`config.mk`:
```
export PLATFORM = sky130hd
export DESIGN_NAME = ps2_key_decoder
export DESIGN_NICKNAME = d
export VERILOG_FILES = /design/src/rtl/ps2_key_decoder.sv
export SDC_FILE = /design/constraint.sdc
export NUM_CORES = 1
export LEC_CHECK = 0
export ABC_AREA = 1
export CORE_UTILIZATION = 60
export CTS_BUF_LIST = sky130_fd_sc_hd__clkbuf_8
export DETAILED_ROUTE_END_ITERATION = 12
export PLACE_DENSITY = 0.93
export SLEW_MARGIN = 30
export SYNTH_ARGS = -nofsm -noshare
export SYNTH_HDL_FRONTEND = slang
export SYNTH_SLANG_ARGS = --single-unit
```
`constraint.sdc`:
```
create_clock -name clk -period 1.9 [get_ports clk]
set_clock_uncertainty 0.15 [all_clocks]
set_input_delay 0.38 -clock clk [delete_from_list [all_inputs] [get_ports clk]]
set_output_delay 0.38 -clock clk [all_outputs]
set_load 0.01 [all_outputs]
```
`src/rtl/ps2_key_decoder.sv`:
```
// ps2_key_decoder: PS/2 set-2 receiver that turns make/break codes into held key levels
// Ports:
//   clk, rst            system clock, synchronous active-high reset
//   ps2_clk, ps2_dat    raw asynchronous PS/2 pins (device to host)
//   key_w/a/s/d/esc/enter  held levels of the game keys
//   scan_code           last good byte received
//   scan_valid          1-cycle pulse when scan_code updates
//   frame_err           1-cycle pulse on parity/stop error or mid-frame timeout
module ps2_key_decoder #(
  parameter int TIMEOUT_CYCLES = 50000,
  parameter int SYNC_STAGES    = 2
) (
  input  logic       clk,
  input  logic       rst,
  input  logic       ps2_clk,
  input  logic       ps2_dat,
  output logic       key_w,
  output logic       key_a,
  output logic       key_s,
  output logic       key_d,
  output logic       key_esc,
  output logic       key_enter,
  output logic [7:0] scan_code,
  output logic       scan_valid,
  output logic       frame_err
);
  localparam int TW = $clog2(TIMEOUT_CYCLES + 1);
  typedef enum logic [1:0] {IDLE, DATA, PARITY, STOP} state_t;
  state_t           state_q, state_d;
  logic [SYNC_STAGES-1:0] clk_sync_q, dat_sync_q;
  logic             clk_prev_q;
  logic [2:0]       cnt_q, cnt_d;
  logic [7:0]       shift_q, shift_d;
  logic             parity_q, parity_d;
  logic [TW-1:0]    timer_q, timer_d;
  logic             brk_q, brk_d, ext_q, ext_d;
  logic [5:0]       keys_q, keys_d;
  logic [7:0]       code_q, code_d;
  logic             valid_q, valid_d, err_q, err_d;
  logic             sclk, sdat, fall;
  assign sclk = clk_sync_q[SYNC_STAGES-1];
  assign sdat = dat_sync_q[SYNC_STAGES-1];
  assign fall = clk_prev_q & ~sclk;
  // Synchronisers reset to the idle-high line level so reset itself never looks like a fall.
  always_ff @(posedge clk) begin
    if (rst) begin
      clk_sync_q <= '1;
      dat_sync_q <= '1;
      clk_prev_q <= 1'b1;
      state_q    <= IDLE;
      cnt_q      <= '0;
      shift_q    <= '0;
      parity_q   <= 1'b0;
      timer_q    <= '0;
      brk_q      <= 1'b0;
      ext_q      <= 1'b0;
      keys_q     <= '0;
      code_q     <= '0;
      valid_q    <= 1'b0;
      err_q      <= 1'b0;
    end else begin
      clk_sync_q <= {clk_sync_q[SYNC_STAGES-2:0], ps2_clk};
      dat_sync_q <= {dat_sync_q[SYNC_STAGES-2:0], ps2_dat};
      clk_prev_q <= sclk;
      state_q    <= state_d;
      cnt_q      <= cnt_d;
      shift_q    <= shift_d;
      parity_q   <= parity_d;
      timer_q    <= timer_d;
      brk_q      <= brk_d;
      ext_q      <= ext_d;
      keys_q     <= keys_d;
      code_q     <= code_d;
      valid_q    <= valid_d;
      err_q      <= err_d;
    end
  end
  always_comb begin
    state_d  = state_q;
    cnt_d    = cnt_q;
    shift_d  = shift_q;
    parity_d = parity_q;
    timer_d  = (state_q == IDLE || fall) ? '0 : timer_q + TW'(1);
    brk_d    = brk_q;
    ext_d    = ext_q;
    keys_d   = keys_q;
    code_d   = code_q;
    valid_d  = 1'b0;
    err_d    = 1'b0;
    if (state_q != IDLE && !fall && timer_q == TW'(TIMEOUT_CYCLES - 1)) begin
      state_d = IDLE;
      timer_d = '0;
      err_d   = 1'b1;
      brk_d   = 1'b0;
      ext_d   = 1'b0;
    end else if (fall) begin
      case (state_q)
        IDLE: begin
          state_d = sdat ? IDLE : DATA;
          cnt_d   = '0;
        end
        DATA: begin
          shift_d = {sdat, shift_q[7:1]};
          cnt_d   = cnt_q + 3'd1;
          state_d = (cnt_q == 3'd7) ? PARITY : DATA;
        end
        PARITY: begin
          parity_d = sdat;
          state_d  = STOP;
        end
        default: begin
          state_d = IDLE;
          if (sdat && ^{shift_q, parity_q}) begin
            valid_d = 1'b1;
            code_d  = shift_q;
            if (shift_q == 8'hF0) brk_d = 1'b1;
            else if (shift_q == 8'hE0) ext_d = 1'b1;
            else begin
              // E0-prefixed codes are other physical keys (e.g. keypad ENTER) and must not alias.
              if (!ext_q) begin
                if (shift_q == 8'h1D) keys_d[0] = ~brk_q;
                if (shift_q == 8'h1C) keys_d[1] = ~brk_q;
                if (shift_q == 8'h1B) keys_d[2] = ~brk_q;
                if (shift_q == 8'h23) keys_d[3] = ~brk_q;
                if (shift_q == 8'h76) keys_d[4] = ~brk_q;
                if (shift_q == 8'h5A) keys_d[5] = ~brk_q;
              end
              brk_d = 1'b0;
              ext_d = 1'b0;
            end
          end else begin
            err_d = 1'b1;
            brk_d = 1'b0;
            ext_d = 1'b0;
          end
        end
      endcase
    end
  end
  assign {key_enter, key_esc, key_d, key_s, key_a, key_w} = keys_q;
  assign scan_code  = code_q;
  assign scan_valid = valid_q;
  assign frame_err  = err_q;
endmodule

```
==> impl_metrics.toml, run 1 <==
# implementation run metrics
[clocking]
cts_max_level = 2
clock-sinks = 53
numCtsBuffers = 5
cts.repair.resized = 1
cts_tree = "done"

[die]
fp-utilization_pct = 63.2
fp.dieH_um = 67.4
rows = 23
nWellTaps = 50
die-area_um2 = 4540

[critical_path]
startpoint = "timer_q[0]"
critPathSlowestCell = "dfxtp_2"
worst-path-stages = 10
arrival_ns = 1.92
critical_path_class = "register to register"
rr_endpoint = "timer_q[10]"
cp-endpoint = "timer_q[10]"
path_delay_family = "simple AND/OR/NAND/NOR gates"

[routing]
wl_met3_um = 257
wl_met2_um = 2990

[power_and_ir_drop]
switching_share_pct = 21.4
power_frac_comb_pct = 2.9

[place]
place_area_um2 = 2860
place_hpwl_um = 3980
dp_slack_ns = 0.0114

[grt]
grt_pass1_vias = 2205
busiest_layer = "met2"
overflow = 0
grt_first_pass_wirelength_um = 9230

[cells_and_area]
final_core_util_pct = 76.0
comb_share_pct = 43.8
fillers = 287
inverters = 47

[timing]
timing.hold.ws_ns = 0.264
final.min_clock_period_ns = 1.82

[logic_synthesis]
ys_sh_mux_pct = 0
netlist_instances = 364
synth-seq-cells = 53

[min_path]
hp-start = "clk_sync_q[0]"

[status]
status = "finished, final reports clean"
Run 1, clock nets:
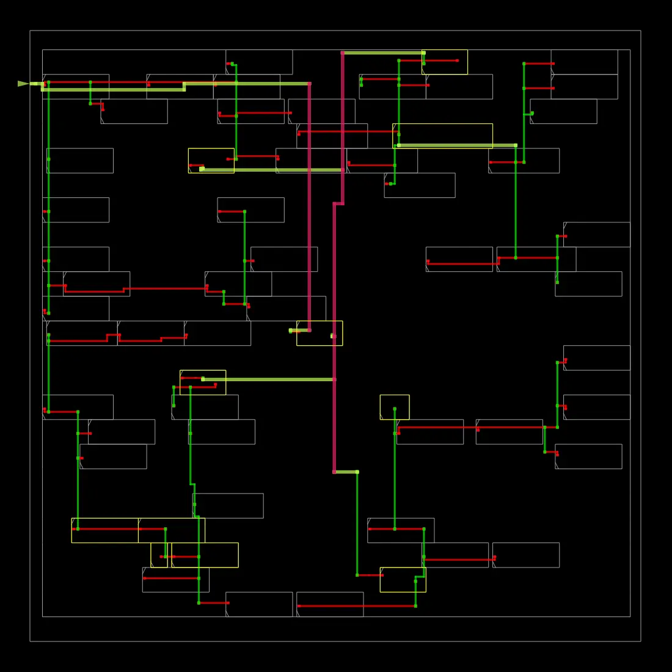
flop count: 53
clock buffers: 5
clock latency at the later pin of the worst-skew pair: 0.32 ns

Run 1, M2 wires:
Drawn at 6 px/µm.
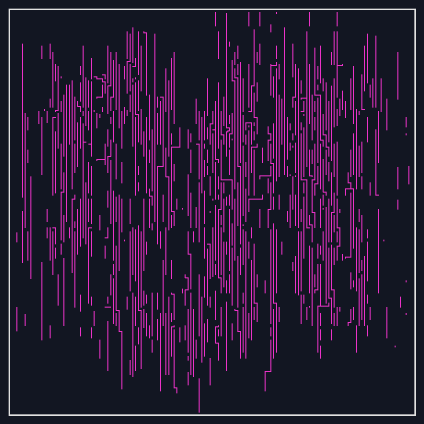
wire length on this layer: 2990 µm
share of all routed wire: 52%
Total Wirelength: 5720 µm
via count: 2436

Run 1, sequential cells coloured by netlist name:
Drawn at 6 px/µm.
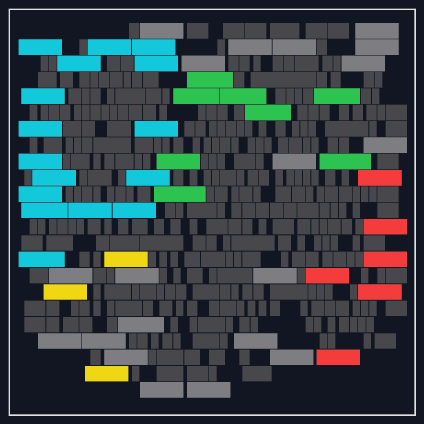
| colour | signal | flops |
|---|---|---|
| cyan | timer_q | 16 |
| green | shift_q | 8 |
| red | keys_q | 6 |
| yellow | cnt_q | 3 |

==> run 2, diff against run 1 <==
CAP_MARGIN = 10   (was default)
clock period = 1.8 ns   (was 1.9 ns; I/O delays follow)
Run 2, local utilization:
Drawn at 6 px/µm. The die is cut into 7 by 7 equal tiles; black is low, pale yellow is high, 0 to 100% covered.
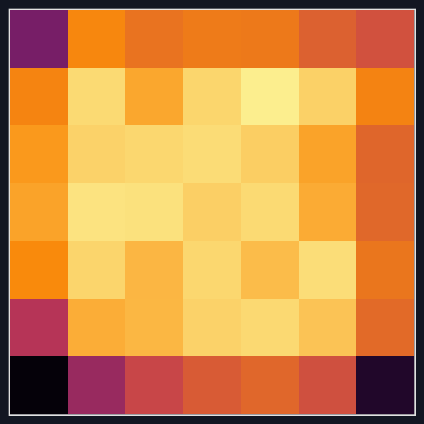
emptiest ninth of the die: south-west
nearly empty tiles: 2.0%
mean over tiles: 74%
fullest tile: 96%
tiles over 75% full: 55%
core area: 4060 µm²
fp util: 63.2%

==> impl_metrics.toml, run 2 <==
# implementation run metrics
[cells_and_area]
num-multi-input-gates = 252
comb_share_pct = 43.0
inverters = 47
clock_buffers = 6
ff_count = 53

[place]
place_area_um2 = 2920
dp_slack_ns = -0.0314

[critical_path]
critical_path_class = "register to register"
r2r_cells = 12
path_delay_family = "simple AND/OR/NAND/NOR gates"
worst-path-stages = 12
crit_path_end_kind = "register"
startpoint = "shift_q[4]"
critPathSlowestCell = "dfxtp_4"
rr_endpoint = "scan_code[3]"
arrival_ns = 2.00

[clocking]
cts_hold_buf = 0
clock-sinks = 53
numCtsBuffers = 5
cts.repair.resized = 8
clk_latency_ns = 0.32
cts_max_level = 2
cts_tree = "done"

[grt]
grt_first_pass_wirelength_um = 9140
grt_pass1_vias = 2223
use_met2_pct = 47.9
overflow = 0
busiest_layer = "met2"

[logic_synthesis]
xor_area_share_pct = 2.39
netlist_instances = 364
ys_sh_simple_pct = 33.7
synth-seq-cells = 53
ys_sh_mux_pct = 0

[routing]
wl_met3_um = 527
vias = 2719
wl_met2_um = 3750
wirelength_um = 7280

[status]
status = "finished with violations"
violations = "setup timing"

[min_path]
holdPathEnd = "clk_sync_q[1]"
hp-start = "clk_sync_q[0]"

[timing]
fin_ws_ns = -0.106
min_period_over_period_pct = 106
setup_viol = 15

[die]
nWellTaps = 50
fp.dieW_um = 67.4
rows = 23

[power_and_ir_drop]
power_frac_comb_pct = 3.5
switching_share_pct = 21.6
==> run 3, diff against run 2 <==
CTS_CLUSTER_DIAMETER = 100   (was default)
GPL_ROUTABILITY_DRIVEN = 0   (was default)
Run 3, M2 wires:
Drawn at 6 px/µm.
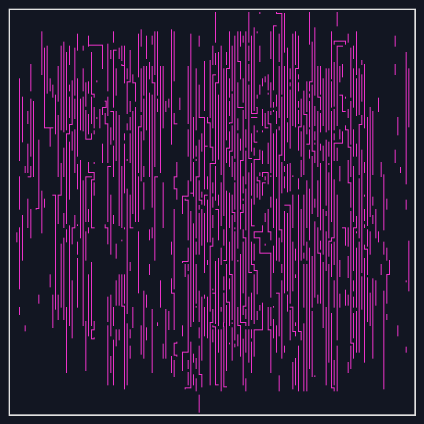
nets with wire on the layer: 360
wire length on this layer: 3750 µm
share of all routed wire: 52%

==> impl_metrics.toml, run 3 <==
# implementation run metrics
[die]
fp-utilization_pct = 63.2
rows = 23
fp.dieH_um = 67.4
nWellTaps = 50

[critical_path]
rr_endpoint = "scan_code[3]"
path_delay_family = "simple AND/OR/NAND/NOR gates"
worst-path-stages = 12
critPathSlowestCell = "dfxtp_4"
startpoint = "shift_q[4]"

[min_path]
hp-start = "clk_sync_q[0]"
holdPathEnd = "clk_sync_q[1]"

[timing]
fin_ws_ns = -0.106
final.min_clock_period_ns = 1.91
setup_viol = 15

[power_and_ir_drop]
switching_share_pct = 21.6

[place]
dp_slack_ns = -0.0314
place_hpwl_um = 3940

[clocking]
cts.repair.resized = 8
cts_hold_buf = 0
clk_latency_ns = 0.32

[status]
status = "finished with violations"
violations = "setup timing"

[cells_and_area]
ff_count = 53
inverters = 47
comb_share_pct = 43.0

[logic_synthesis]
xor_area_share_pct = 2.39
ys_sh_mux_pct = 0
ys_sh_simple_pct = 33.7
netlist_instances = 364
synth-seq-cells = 53

[routing]
wirelength_um = 7280

[grt]
use_met2_pct = 47.9
